File: src/rtl/msg_schedule.sv
// SHA-256 message schedule: loads 16 words, then emits W[0..ROUNDS-1] from a 16-deep window.
// The first word appears 1 cycle after the 16th accept. w_ready low holds the output word and the window.

module sha256_sigma0 (
    input  logic [31:0] i_x,
    output logic [31:0] o_y
);
    assign o_y = {i_x[6:0], i_x[31:7]} ^ {i_x[17:0], i_x[31:18]} ^ (i_x >> 3);
endmodule

module sha256_sigma1 (
    input  logic [31:0] i_x,
    output logic [31:0] o_y
);
    assign o_y = {i_x[16:0], i_x[31:17]} ^ {i_x[18:0], i_x[31:19]} ^ (i_x >> 10);
endmodule

module msg_schedule #(
    parameter int DATA_WIDTH = 32,
    parameter int ROUNDS     = 64
) (
    input  logic                  clk,
    input  logic                  rst,
    input  logic [DATA_WIDTH-1:0] in_data,
    input  logic                  in_valid,
    output logic                  in_ready,
    output logic [DATA_WIDTH-1:0] w_data,
    output logic [5:0]            w_idx,
    output logic                  w_valid,
    input  logic                  w_ready,
    output logic                  w_last
);
    typedef enum logic {S_LOAD, S_EMIT} state_t;

    localparam logic [5:0] LAST_IDX   = 6'(ROUNDS - 1);
    localparam logic [5:0] REFILL_LIM = 6'(ROUNDS - 16);

    state_t                r_state;
    state_t                w_state_nxt;
    logic [DATA_WIDTH-1:0] r_win [16];
    logic [3:0]            r_cnt;
    logic [5:0]            r_idx;

    logic                  w_load_acc;
    logic                  w_emit_xfer;
    logic                  w_load_done;
    logic                  w_emit_done;
    logic                  w_shift;
    logic [DATA_WIDTH-1:0] w_s0;
    logic [DATA_WIDTH-1:0] w_s1;
    logic [DATA_WIDTH-1:0] w_refill;
    logic [DATA_WIDTH-1:0] w_shift_in;

    sha256_sigma0 u_s0 (.i_x(r_win[1]),  .o_y(w_s0));
    sha256_sigma1 u_s1 (.i_x(r_win[14]), .o_y(w_s1));

    // W[t+16] from the window holding W[t..t+15]
    assign w_refill = w_s1 + r_win[9] + w_s0 + r_win[0];

    assign in_ready    = (r_state == S_LOAD) && !rst;
    assign w_valid     = (r_state == S_EMIT);
    assign w_data      = r_win[0];
    assign w_idx       = r_idx;
    assign w_last      = w_valid && (r_idx == LAST_IDX);

    assign w_load_acc  = in_valid && in_ready;
    assign w_emit_xfer = w_valid && w_ready;
    assign w_load_done = w_load_acc && (r_cnt == 4'd15);
    assign w_emit_done = w_emit_xfer && (r_idx == LAST_IDX);
    assign w_shift     = w_load_acc || w_emit_xfer;

    // The last 16 refills are never emitted, so zero keeps the window tidy
    assign w_shift_in  = (r_state == S_LOAD)  ? in_data  :
                         (r_idx < REFILL_LIM) ? w_refill : '0;

    always_ff @(posedge clk) begin
        if (rst) begin
            r_state <= S_LOAD;
        end else begin
            r_state <= w_state_nxt;
        end
    end

    always_comb begin
        w_state_nxt = r_state;
        case (r_state)
            S_LOAD:  if (w_load_done) w_state_nxt = S_EMIT;
            S_EMIT:  if (w_emit_done) w_state_nxt = S_LOAD;
            default: w_state_nxt = S_LOAD;
        endcase
    end

    always_ff @(posedge clk) begin
        if (rst) begin
            for (int i = 0; i < 16; i++) r_win[i] <= '0;
        end else if (w_shift) begin
            for (int i = 0; i < 15; i++) r_win[i] <= r_win[i+1];
            r_win[15] <= w_shift_in;
        end
    end

    always_ff @(posedge clk) begin
        if (rst) begin
            r_cnt <= '0;
            r_idx <= '0;
        end else begin
            // 4-bit count wraps to 0 on the 16th accept
            if (w_load_acc) r_cnt <= r_cnt + 4'd1;
            if (w_emit_xfer) r_idx <= w_emit_done ? 6'd0 : r_idx + 6'd1;
        end
    end
endmodule

File: config.mk
export PLATFORM = sky130hd
export DESIGN_NAME = msg_schedule
export DESIGN_NICKNAME = d
export VERILOG_FILES = /design/src/rtl/msg_schedule.sv
export SDC_FILE = /design/constraint.sdc
export NUM_CORES = 1
export LEC_CHECK = 0
export ABC_AREA = 1
export CORE_MARGIN = 2
export CORE_UTILIZATION = 45
export DETAILED_ROUTE_END_ITERATION = 7
export HOLD_SLACK_MARGIN = 0.02
export PLACE_DENSITY = 0.7
export SKIP_CTS_REPAIR_TIMING = 1
export SLEW_MARGIN = 20
export SYNTH_ARGS = -nofsm -noshare
export SYNTH_HDL_FRONTEND = slang
export SYNTH_SLANG_ARGS = --single-unit
File: constraint.sdc
create_clock -name clk -period 54.2 [get_ports clk]
set_input_delay 8.13 -clock clk [delete_from_list [all_inputs] [get_ports clk]]
set_output_delay 8.13 -clock clk [all_outputs]
set_load 0.05 [all_outputs]
==> impl_metrics.xml, run 1 <==
<?xml version="1.0" encoding="UTF-8"?>
<metrics>
  <group name="grt">
    <metric name="largest_net_degree_at_the_start_of_global_routing" unit="">197</metric>
    <metric name="grtUsageMet1" unit="%">27.5</metric>
    <metric name="first_pass_grt_wire_length" unit="um">83000</metric>
  </group>
  <group name="critical_path">
    <metric name="worst_r2r_startpoint" unit="">w_valid</metric>
    <metric name="worstPathArrival" unit="ns">9.86</metric>
    <metric name="timing.critical_path.cells" unit="">buf_4 -&gt; nor2_2 -&gt; buf_4 -&gt; clkdlybuf4s50_1</metric>
    <metric name="cp_data_required_time" unit="ns">46.07</metric>
    <metric name="crit_buf_inv" unit="">3</metric>
  </group>
  <group name="cells_and_area">
    <metric name="area.growth.synth_to_final" unit="%">11.9</metric>
    <metric name="antenna_cells_inserted" unit="">0</metric>
  </group>
  <group name="routing">
    <metric name="drt_first_pass_iters" unit="">5</metric>
    <metric name="wl" unit="um">54700</metric>
    <metric name="number_of_drc_markers_in_iteration_0" unit="">1314</metric>
  </group>
  <group name="logic_synthesis">
    <metric name="synthTopLogicFamily" unit="">simple AND/OR/NAND/NOR gates</metric>
    <metric name="syn_area_cell" unit="um2">10.2</metric>
    <metric name="netlist_instances" unit="">2475</metric>
    <metric name="post_synthesis_async_set_or_reset_flop_share" unit="%">0</metric>
    <metric name="yosys_area" unit="um2">25200</metric>
    <metric name="yosysCellCount" unit="">2475</metric>
  </group>
  <group name="pwr">
    <metric name="power.group.top" unit="">registers</metric>
  </group>
  <group name="sta">
    <metric name="setup-violations-final" unit="">0</metric>
    <metric name="number_of_hold_violations_in_the_final_report" unit="">0</metric>
    <metric name="worst_slew_margin_rel" unit="%">27.6</metric>
  </group>
  <group name="run_status">
    <metric name="run_status" unit="">completed</metric>
  </group>
  <group name="die">
    <metric name="num_ports" unit="">77</metric>
    <metric name="die_area" unit="um2">58000</metric>
    <metric name="die_height" unit="um">241</metric>
  </group>
  <group name="clocking">
    <metric name="clock.latency.late_pin" unit="ns">0.60</metric>
    <metric name="cts_buf_count" unit="">53</metric>
    <metric name="library_cell_used_as_clock_root_buffer" unit="">clkbuf_16</metric>
    <metric name="cts_num_sinks" unit="">523</metric>
    <metric name="clk_pin_slew" unit="ns">0.06</metric>
    <metric name="cts_tree" unit="">yes</metric>
  </group>
  <group name="min_path">
    <metric name="hold_path_depth" unit="">2</metric>
    <metric name="class_of_the_most_critical_hold_timing_path" unit="">register to register</metric>
    <metric name="hold-path-endpoint" unit="">r_win[0][410]</metric>
  </group>
  <group name="place">
    <metric name="place_worst_setup_slack" unit="ns">36.18</metric>
    <metric name="post-place-cells" unit="">3214</metric>
  </group>
</metrics>
==> run 1: metal layers <==
layer	vias to the layer above	part of all wire, %
met1	7243	45
met2	417	46
met3	67	6.4
met5	-	0
li1	7485	-
met4	0	2.0
==> run 1: tightest hold or removal path, cell delays in order, from the launching register on <==
cell	delay [ns]
edfxtp_1	0.32
inv_1	0.04
nor2_1	0.07
==> run 1: cell type report <==
| type | instances | area share [%] |
|---|---|---|
| timing repair buffer | 87 | 3.09 |
| inverter | 684 | 9.09 |
| sequential | 523 | 55.2 |
| clock inverter | 35 | 1.12 |
| multi-input combinational | 1173 | 23.2 |
| clock buffer | 63 | 4.94 |
| tap | 748 | 3.31 |
==> run 1: sequential cells by signal, indices dropped and copies added, names as in the netlist <==
signal	cells
r_cnt	4
w_valid	1
w_idx	6
r_win	512
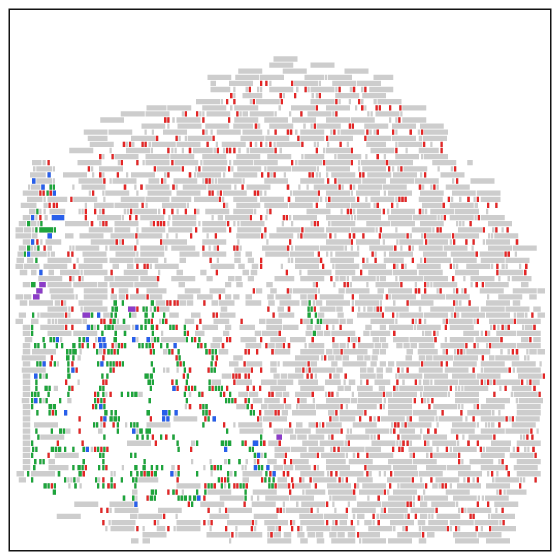
*Gate families picked out, run 1*
family	colour	cells	most used
inv cells	red	684	inv_1
nand cells	green	340	nand2_1
aoi and oai cells	blue	47	a21oi_1
non-inverting ao/oa cells	purple	6	a22o_1

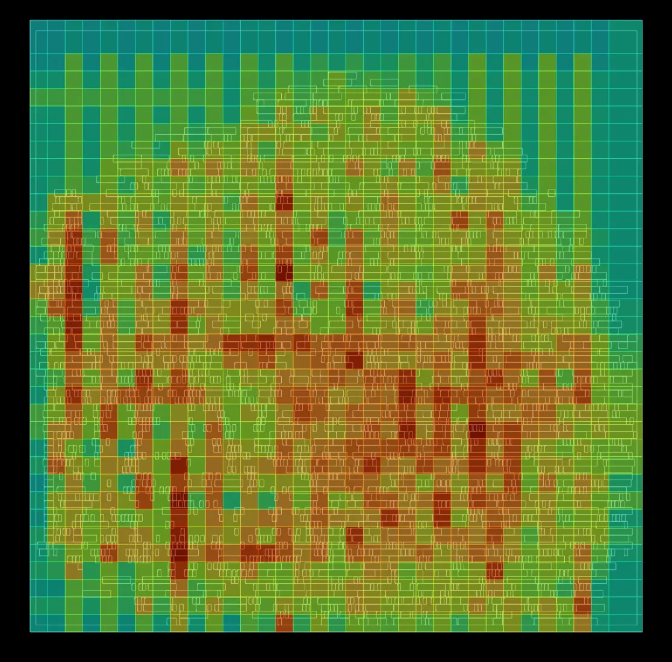
*Routing congestion, run 1*
average routed wire per standard cell: 16.5 um
met3 usage: 3.07%

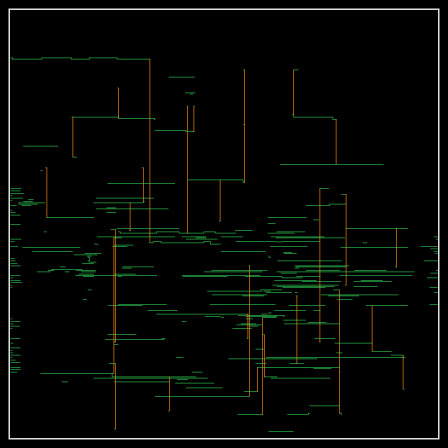
*Metal layers overlaid, run 1*
Two of the layers only.
layer	colour	wire length
M3	green	3490 um
M4	orange	1110 um

### Register map, names as in the netlist, run 1

Scale bar: 50 um. Other sequential cells in the stronger grey, the rest of the logic in the fainter grey.
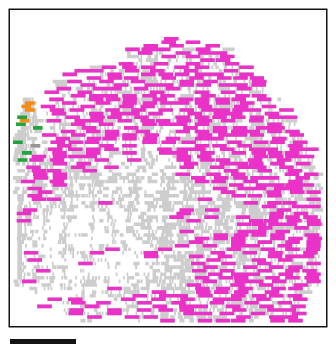

==> run 1 -> run 2 <==
- clock period: 54.2 -> 16.9 ns (I/O delays scaled with it)
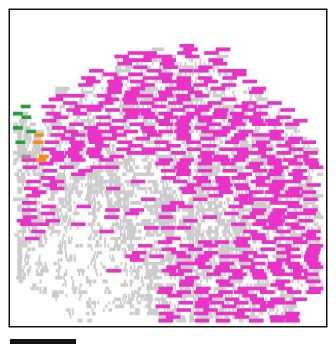
*Register map, names as in the netlist, run 2*
Scale bar: 50 um. Other sequential cells in the stronger grey, the rest of the logic in the fainter grey.
netlist name	colour	sequential cells
r_win	magenta	512
r_cnt	orange	4
w_idx	green	6

==> run 2 against run 1 <==
- via count fell by 0.12%
- routed wire length decreased by 1.2%
- utilization hardly changed
- final area about the same
- critical path depth unchanged
- synthesized area unchanged
- cell count about the same
- register-to-register slack lost 37 ns
- clock skew grew 0.013 ns
- sequential cell count is the same
- count of clock-buffer cells in the layout increased by 4
- power rose to 3.2 times the previous value
==> impl_metrics.xml, run 2 <==
<?xml version="1.0" encoding="UTF-8"?>
<metrics>
  <group name="grt">
    <metric name="largest_net_degree_at_the_start_of_global_routing" unit="">245</metric>
    <metric name="global_route.usage.met3" unit="%">4.43</metric>
    <metric name="first_pass_grt_wire_length" unit="um">81700</metric>
  </group>
  <group name="routing">
    <metric name="wl" unit="um">54000</metric>
    <metric name="met3_wirelength" unit="um">4090</metric>
    <metric name="routed_wire_length_per_instance" unit="um">16.3</metric>
    <metric name="number_of_drc_markers_in_iteration_0" unit="">1252</metric>
    <metric name="drt-vias-per-instance" unit="">4.59</metric>
    <metric name="drt_first_pass_iters" unit="">5</metric>
    <metric name="routedLengthMet1" unit="um">23800</metric>
  </group>
  <group name="logic_synthesis">
    <metric name="synth_flop_count" unit="">523</metric>
    <metric name="top_area_share" unit="%">60.9</metric>
    <metric name="post_synthesis_async_set_or_reset_flop_share" unit="%">0</metric>
    <metric name="enable_flop_cells" unit="">512</metric>
    <metric name="mappedNetlistNets" unit="">2606</metric>
    <metric name="yosysCellCount" unit="">2475</metric>
    <metric name="netlist_instances" unit="">2475</metric>
  </group>
  <group name="sta">
    <metric name="setup-violations-final" unit="">0</metric>
    <metric name="number_of_hold_violations_in_the_final_report" unit="">0</metric>
    <metric name="final.setup.tns" unit="ns">0</metric>
    <metric name="worst_slew_margin_rel" unit="%">14.4</metric>
  </group>
  <group name="cells_and_area">
    <metric name="largest_reg_flops" unit="">512</metric>
    <metric name="non_clock_buffer_count" unit="">86</metric>
    <metric name="clk_share" unit="%">6.04</metric>
    <metric name="largest_class" unit="">registers</metric>
    <metric name="num-nonclk-inverters" unit="">684</metric>
    <metric name="number_of_clock_buffers_in_the_layout" unit="">67</metric>
    <metric name="seq_cell_count" unit="">523</metric>
    <metric name="comb_cells" unit="">1173</metric>
    <metric name="nonClkBufAreaFrac" unit="%">3.14</metric>
    <metric name="area.growth.synth_to_final" unit="%">11.9</metric>
    <metric name="registers.top_by_ff_count" unit="">r_win</metric>
    <metric name="comb_area_share" unit="%">23.2</metric>
    <metric name="combGateArea" unit="um2">6560</metric>
    <metric name="sh_seq_area" unit="%">55.2</metric>
    <metric name="antenna_cells_inserted" unit="">0</metric>
  </group>
  <group name="clocking">
    <metric name="library_cell_used_as_clock_root_buffer" unit="">clkbuf_16</metric>
    <metric name="h_tree_levels" unit="">2</metric>
    <metric name="cts-root-to-sink-buffers" unit="">3</metric>
    <metric name="clk_pin_slew" unit="ns">0.06</metric>
    <metric name="cts_buf_count" unit="">53</metric>
    <metric name="clock.latency.late_pin" unit="ns">0.63</metric>
    <metric name="cts_tree" unit="">yes</metric>
    <metric name="cts_num_sinks" unit="">523</metric>
  </group>
  <group name="die">
    <metric name="die_height" unit="um">241</metric>
    <metric name="num_ports" unit="">77</metric>
    <metric name="die_area" unit="um2">58000</metric>
    <metric name="tap-cell-count" unit="">748</metric>
  </group>
  <group name="critical_path">
    <metric name="cp_data_required_time" unit="ns">14.37</metric>
    <metric name="worst_r2r_startpoint" unit="">r_win[0][51]</metric>
    <metric name="worstPathArrival" unit="ns">4.23</metric>
  </group>
  <group name="min_path">
    <metric name="class_of_the_most_critical_hold_timing_path" unit="">register to register</metric>
    <metric name="hold-path-endpoint" unit="">r_cnt[0]</metric>
    <metric name="hold_path_depth" unit="">2</metric>
  </group>
  <group name="pwr">
    <metric name="pwr-share-comb" unit="%">27.5</metric>
    <metric name="power.group.top" unit="">registers</metric>
    <metric name="p_int" unit="mW">2.51</metric>
  </group>
  <group name="run_status">
    <metric name="run_status" unit="">completed</metric>
  </group>
  <group name="place">
    <metric name="place_worst_setup_slack" unit="ns">10.12</metric>
    <metric name="post-place-cells" unit="">3213</metric>
    <metric name="place_congestion" unit="">0.925</metric>
  </group>
</metrics>
==> run 2: cell count changes in the layout (fill, tap and decap cells not counted), moves of 2 or more <==
cell / change
clkbuf_1: +5
clkinv_1: -5
buf_4: -2
clkinv_2: +2
clkinv_4: -2
inv_4: +2
==> run 2: kinds of logic after synthesis <==
kind of cell    count (synthesis)  share of synthesized area, %
simple gates                  901                          13.9
buf+inv                       779                          12.3
flops                         523                          61.8
xor+xnor                      124                          4.30
fa+ha+maj                      95                          6.55
compound gates                 53                          1.19
==> run 2: worst max-delay path: stages <==
cell and delay, ns:
buf_4 0.29, nor2_2 0.16, buf_4 0.35, clkdlybuf4s50_1 0.88
### Metal layers overlaid, run 2

Two of the layers only.
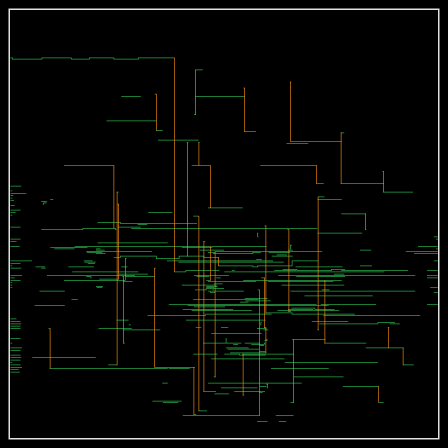

==> run 2 -> run 3 <==
- clock period: 16.9 -> 6.4 ns (I/O delays scaled with it)
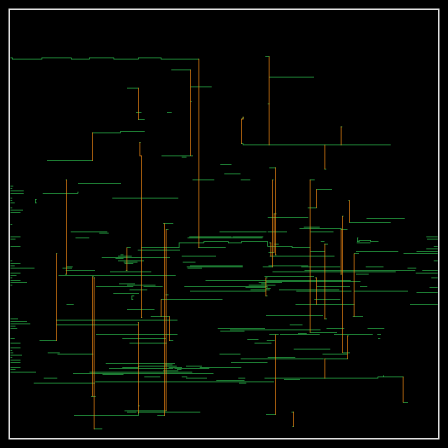
*Metal layers overlaid, run 3*
Two of the layers only.
layer	colour	wire length
M3	green	3740 um
M4	orange	1460 um

==> run 3 against run 2 <==
- first-iteration DRC count grew 4.2%
- combinational power increased to 2.7 times the previous value
- clock skew down 0.019 ns
- critical endpoint is now r_win[0][504]
- largest power group unchanged
==> impl_metrics.xml, run 3 <==
<?xml version="1.0" encoding="UTF-8"?>
<metrics>
  <group name="cells_and_area">
    <metric name="ff_latch_area" unit="um2">15600</metric>
    <metric name="area.growth.synth_to_final" unit="%">11.8</metric>
    <metric name="combGateArea" unit="um2">6570</metric>
    <metric name="largest_reg_flops" unit="">512</metric>
    <metric name="registers.top_by_ff_count" unit="">r_win</metric>
    <metric name="antenna_cells_inserted" unit="">0</metric>
  </group>
  <group name="logic_synthesis">
    <metric name="synth.area.mux_share" unit="%">0</metric>
    <metric name="synth-adder-area-share" unit="%">6.55</metric>
    <metric name="synthTopLogicFamily" unit="">simple AND/OR/NAND/NOR gates</metric>
    <metric name="postSynth.topFlopCell" unit="">edfxtp_1</metric>
    <metric name="synth_flop_count" unit="">523</metric>
    <metric name="synth_dominant_cell_count" unit="">inv_1</metric>
    <metric name="simple_gate_share" unit="%">13.9</metric>
    <metric name="netlist_instances" unit="">2475</metric>
    <metric name="yosysCellCount" unit="">2475</metric>
    <metric name="mappedNetlistNets" unit="">2606</metric>
    <metric name="mappedNetlistArea" unit="um2">25200</metric>
    <metric name="top_area_share" unit="%">60.9</metric>
    <metric name="xor_share" unit="%">4.30</metric>
    <metric name="synth_warnings" unit="">0</metric>
    <metric name="synth_compound_gate_area_share" unit="%">1.18</metric>
    <metric name="yosysUniqueCellTypes" unit="">33</metric>
    <metric name="enable_flop_cells" unit="">512</metric>
    <metric name="post_synthesis_async_set_or_reset_flop_share" unit="%">0</metric>
    <metric name="synthTopCellsByCount" unit="">682 x inv_1, 539 x nor2_1, 512 x edfxtp_1, 292 x nand2_1, 63 x xnor2_1</metric>
  </group>
  <group name="sta">
    <metric name="worst_slew_margin_rel" unit="%">31.1</metric>
    <metric name="number_of_hold_violations_in_the_final_report" unit="">0</metric>
    <metric name="final.setup.tns" unit="ns">0</metric>
    <metric name="setup-violations-final" unit="">0</metric>
    <metric name="finClkSkew" unit="ns">0.0195</metric>
  </group>
  <group name="place">
    <metric name="place_worst_setup_slack" unit="ns">2.26</metric>
    <metric name="post-place-cells" unit="">3214</metric>
  </group>
  <group name="clocking">
    <metric name="cts_tree" unit="">yes</metric>
    <metric name="clock.latency.late_pin" unit="ns">0.61</metric>
    <metric name="cts-root-to-sink-buffers" unit="">3</metric>
    <metric name="clk_pin_slew" unit="ns">0.06</metric>
    <metric name="cts_buf_count" unit="">53</metric>
    <metric name="cts_num_sinks" unit="">523</metric>
    <metric name="h_tree_levels" unit="">2</metric>
    <metric name="library_cell_used_as_clock_root_buffer" unit="">clkbuf_16</metric>
  </group>
  <group name="min_path">
    <metric name="hold_path_depth" unit="">2</metric>
    <metric name="class_of_the_most_critical_hold_timing_path" unit="">register to register</metric>
    <metric name="hold-path-endpoint" unit="">w_valid</metric>
  </group>
  <group name="critical_path">
    <metric name="cp_slowest_stage_delay" unit="ns">0.59</metric>
    <metric name="timing.critical_path.fanout_max" unit="">5</metric>
    <metric name="worstSetupPathType" unit="">register to register</metric>
    <metric name="critical_path_depth" unit="">17</metric>
    <metric name="worst_r2r_startpoint" unit="">r_win[0][41]</metric>
    <metric name="ff2ff_setup_slack" unit="ns">2.20</metric>
    <metric name="crit_family" unit="">adder cells</metric>
    <metric name="timing.critical_path.cells" unit="">xnor2_1 -&gt; xor2_1 -&gt; fa_1 -&gt; fa_1 -&gt; inv_1 -&gt; ha_1 -&gt; nand2_1 -&gt; nor2_1 -&gt; nand2_1 -&gt; nand2_1 -&gt; nand2_1 -&gt; nand2_1 -&gt; nand2_1 -&gt; nand2_1 -&gt; nand2_1 -&gt; nand3_1 -&gt; nand2_1</metric>
    <metric name="crit_buf_inv" unit="">1</metric>
    <metric name="worstPathArrival" unit="ns">4.54</metric>
    <metric name="cp-startpoint" unit="">r_win[0][41]</metric>
    <metric name="slowest_stage" unit="">edfxtp_1</metric>
    <metric name="cp_data_required_time" unit="ns">6.74</metric>
    <metric name="path_common_cell" unit="">nand2_1</metric>
  </group>
  <group name="routing">
    <metric name="wl" unit="um">55900</metric>
    <metric name="routedLengthMet1" unit="um">25300</metric>
    <metric name="drc_errors_left" unit="">0</metric>
    <metric name="routed_wire_length_per_instance" unit="um">16.9</metric>
    <metric name="drt-vias-per-instance" unit="">4.58</metric>
    <metric name="met3_wirelength" unit="um">3740</metric>
    <metric name="drt_first_pass_iters" unit="">5</metric>
  </group>
  <group name="pwr">
    <metric name="power.ir.vdd_worst" unit="mV">0.201</metric>
    <metric name="p_int" unit="mW">6.62</metric>
    <metric name="pwr-share-comb" unit="%">28.0</metric>
  </group>
  <group name="grt">
    <metric name="first_pass_grt_wire_length" unit="um">85100</metric>
    <metric name="largest_net_degree_at_the_start_of_global_routing" unit="">169</metric>
    <metric name="global_route.usage.met3" unit="%">3.67</metric>
    <metric name="globalRouteTotalUtil" unit="%">19.9</metric>
  </group>
  <group name="run_status">
    <metric name="run_status" unit="">completed</metric>
  </group>
  <group name="die">
    <metric name="num_ports" unit="">77</metric>
    <metric name="die_area" unit="um2">58000</metric>
    <metric name="die_height" unit="um">241</metric>
    <metric name="coreArea" unit="um2">55300</metric>
    <metric name="fp_util" unit="%">45.6</metric>
  </group>
</metrics>
-- run 3: power by group through the flow --
stage          Clock [mW]  Sequential (mW)  Combinational, mW
5_1_grt              3.20             4.18               3.14
3_5_place_dp            0             4.23               2.73
3_3_place_gp            0             4.22               2.72
4_1_cts              3.08             4.16               2.75
2_1_floorplan           0             4.20               1.91
6_report             3.01             4.16               2.78
-- run 3: cell type report --
type / count / share of cell area [%]
sequential: 523 / 55.3
timing repair buffer: 86 / 3.13
inverter: 684 / 9.10
clock buffer: 61 / 4.81
tap: 748 / 3.32
clock inverter: 35 / 1.12
multi-input combinational: 1173 / 23.3
-- run 3: stage by stage --
stage,instance area [um2],hold slack [ns]
final,28200,0.490
after global routing,28200,0.537
after CTS,28200,0.501
after detailed placement,26600,0.500
after global placement,26600,0.473
after floorplan,25300,0.460
Power and IR drop assume default switching activity.
